[config.mk]
export PLATFORM = sky130hd
export DESIGN_NAME = lg_6_1
export DESIGN_NICKNAME = d
export VERILOG_FILES = /design/src/rtl/lg_6_1.sv
export SDC_FILE = /design/constraint.sdc
export NUM_CORES = 1
export LEC_CHECK = 0
export ABC_AREA = 0
export CORE_AREA = 2 2 39 41
export CTS_CLUSTER_SIZE = 16
export DETAILED_ROUTE_END_ITERATION = 10
export DIE_AREA = 0 0 41 43
export PLACE_DENSITY_LB_ADDON = 0.12
export SETUP_SLACK_MARGIN = 0.5
export SLEW_MARGIN = 20
export SYNTH_ARGS = -nofsm -noshare
export SYNTH_HDL_FRONTEND = slang
export SYNTH_SLANG_ARGS = --single-unit
[constraint.sdc]
create_clock -name CLK -period 1.48 [get_ports CLK]
set_clock_uncertainty 0.05 [all_clocks]
set_input_delay 0.296 -clock CLK [delete_from_list [all_inputs] [get_ports CLK]]
set_output_delay 0.296 -clock CLK [all_outputs]
set_load 0.1 [all_outputs]
[src/rtl/lg_6_1.sv]
// -----------------------------------------------------------------------------
// lg_6_1 : clocked OR-gate unit
//
// Produces a registered 2-input OR (Y1 = A | B) and a registered 4-input OR
// (Y2 = A | B | C | D). Each input may be asynchronous to CLK, so every input
// first passes through its own SYNC_STAGES-deep flop chain before the OR and
// the output register. Input-to-output latency is SYNC_STAGES + 1 rising edges.
//
// Parameters
//   SYNC_STAGES : synchronizer flops per input, legal range 0..4
//                 (0 = inputs sampled directly by the output register)
//
// Ports
//   CLK    in   system clock, rising edge
//   RST_N  in   asynchronous active-low reset (clears chains and outputs)
//   A, B   in   operands feeding both Y1 and Y2
//   C, D   in   operands feeding Y2 only
//   Y1     out  registered A | B
//   Y2     out  registered A | B | C | D
// -----------------------------------------------------------------------------
module lg_6_1 #(
   parameter int SYNC_STAGES = 2
) (
   input  logic CLK,
   input  logic RST_N,
   input  logic A,
   input  logic B,
   input  logic C,
   input  logic D,
   output logic Y1,
   output logic Y2
);

   // Bit order inside the synchronizer vectors: {D, C, B, A}.
   logic [3:0] din;
   logic [3:0] dsync;

   assign din = {D, C, B, A};

   generate
      if (SYNC_STAGES < 0 || SYNC_STAGES > 4) begin : g_bad_cfg
         $error("lg_6_1: SYNC_STAGES=%0d is outside the legal range 0..4", SYNC_STAGES);
      end

      if (SYNC_STAGES == 0) begin : g_direct
         assign dsync = din;
      end else begin : g_sync
         // Each input has its own chain; the four bits share a stage register
         // only for compactness, they are not synchronized as a group.
         for (genvar s = 0; s < SYNC_STAGES; s++) begin : g_stage
            logic [3:0] d;
            logic [3:0] q;

            if (s == 0) begin : g_first
               assign d = din;
            end else begin : g_next
               assign d = g_stage[s-1].q;
            end

            // NOTE: every synchronizer flop is reset, so no stale pre-reset
            // sample can reach the outputs after reset is released.
            always_ff @(posedge CLK or negedge RST_N) begin
               if (!RST_N) begin
                  q <= '0;
               end else begin
                  // NOTE: non-blocking assignment keeps each stage sampling the
                  // previous stage's old value, which is what forms the chain.
                  q <= d;
               end
            end
         end

         assign dsync = g_stage[SYNC_STAGES-1].q;
      end
   endgenerate

   // Output register: both ORs are computed from the same synchronized
   // sample, so Y1 = 1 always implies Y2 = 1, including during reset.
   always_ff @(posedge CLK or negedge RST_N) begin
      if (!RST_N) begin
         Y1 <= 1'b0;
         Y2 <= 1'b0;
      end else begin
         Y1 <= dsync[0] | dsync[1];
         Y2 <= |dsync;
      end
   end

endmodule

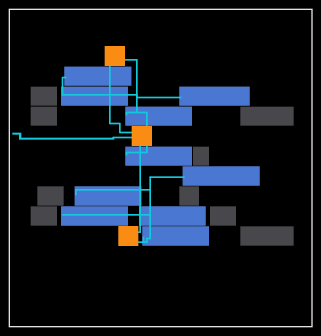
*Clock wires, drivers and flops*
[orange] clock-net drivers | count: 3
[blue] flip-flops | count: 10
[cyan] clock wires | length: 126 µm
routed clock nets	4
flops lie	centre

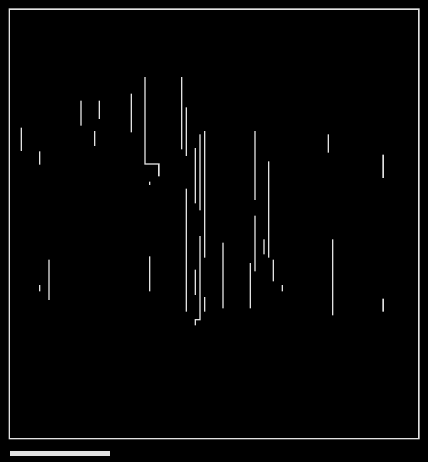
*Metal 2*
Scale bar: 10 µm.
wire length on this layer	144 µm
nets with wire on the layer	26
share of all routed wire	45%

==> job_summary.md <==
## Synthesis and layout report

| Metric | Value |
|---|---|
| Tool Warnings | 29 |
| Worst R2R Path Depth | 1 |
| DRT Wirelength | 318 µm |
| CP peak stage delay | 0.48 ns |
| Dpl cell area | about 380 µm² |
| Core area | 0.001384 mm² |
| Syn Inst Count | 12 |
| Via density per instance | between 3 and 4 |
| Final Critical Period | 1.250 ns |
| Sw Share | 0.2141 |
| First-pass GRT wire length | between 500 and 600 µm |
| Sequential Power Share | 0.572 |
| DR pass1 iterations | 1 |
| Max-cap viol count | 0 |
| Root Buffer | clkbuf_4 |
| Synth Cell Area | 264.0 µm² |
| Psw | 0.1092 mW |
| Synth warn | 0 |
| Clk_lat worst skew | 0.25 ns |
| Worst-margin pin slew | 0.4312 ns |
| CP Max Fanout | 1 |
| Detail Route Antenna Nets | 0 |
| CTS tree | done |
| Register area share after synthesis | 0.9479 |
| WP data arrival | about 0.90 ns |
| Status | complete, no violations |
| Wire per inst | about 8.4 µm |
| Setup TNS | 0 ns |
| Normalized max-slew margin | 0.7117 |
| Final Cell Area | ~400 µm² |
| RD Place Congestion | 0.5419 |
| Pin count of the biggest net entering global routing | 11 |
| Combinational power share | 0.085 |
| Internal power | between 0.4 and 0.5 mW |
| Static leakage | 0.1687 nW |
| Hold_buf cts | 0 |
| Yosys top cell area share | 0.9479 |
| Main area contributors | dfrtp_1 95%, or4_1 2.8%, or2_1 2.4% |
| Final period util | 0.8448 |
layout make-up:
class	instances	area [µm²]
Timing Repair Buffer	7	90.09
Fill cell	147	982.2
Tap cell	16	20.02
Multi-Input combinational cell	2	13.76
Sequential cell	10	255.2
Clock buffer	3	22.52
Yosys cell counts:
cell,number
dfrtp_1,10
or2_1,1
or4_1,1
cells by family (layout without fill, tap and decap cells):
group | count (synthesis) | count (layout) | share of synthesized area
buffers and inverters | 0 | 10 | 0
flip-flops | 10 | 10 | 0.9479
AND/OR/NAND/NOR | 2 | 2 | 0.05216
how the worst max path moves through the flow:
stage	cells past startpoint	endpoint	start	slack (ns)
after floorplan	1	Y2$_DFF_PN0_	dsync[2]$_DFF_PN0_	0.47
after global placement	1	Y2$_DFF_PN0_	RST_N	0.45
after detailed placement	1	Y2$_DFF_PN0_	RST_N	0.44
after CTS	1	Y2	Y2$_DFF_PN0_	0.22
after global routing	1	Y2	Y2$_DFF_PN0_	0.21
final	1	Y2	Y2$_DFF_PN0_	0.23
sequential cells by signal (all words and copies together) (netlist names):
register,cells
Y2,1
dsync,4
g_sync.g_stage.q,4
Y1,1
per-layer routing:
metal  part of all wire  track usage  wire [µm]
met3               0.13      0.05236         42
met2               0.45      0.05625        143
met5                  0            0          0
met1               0.42      0.04110        132
met4                  0      0.08000          0
power groups by stage:
stage	Combinational (mW)	Sequential, mW	Clock, mW
after floorplan	0.00130	0.310	0
after global placement	0.0436	0.297	0
after global routing	0.0465	0.292	0.193
final	0.0434	0.292	0.175
after CTS	0.0441	0.292	0.181
after detailed placement	0.0441	0.297	0
cells in the final DEF, fill, tap and decap left out, drive strengths merged:
| cell type | instances |
|---|---|
| clkdlybuf4s50 | 5 |
| dfrtp | 10 |
| or4 | 1 |
| or2 | 1 |
| buf | 2 |
| clkbuf | 3 |
Power figures rest on the tool's default switching activity, not on a simulated workload.
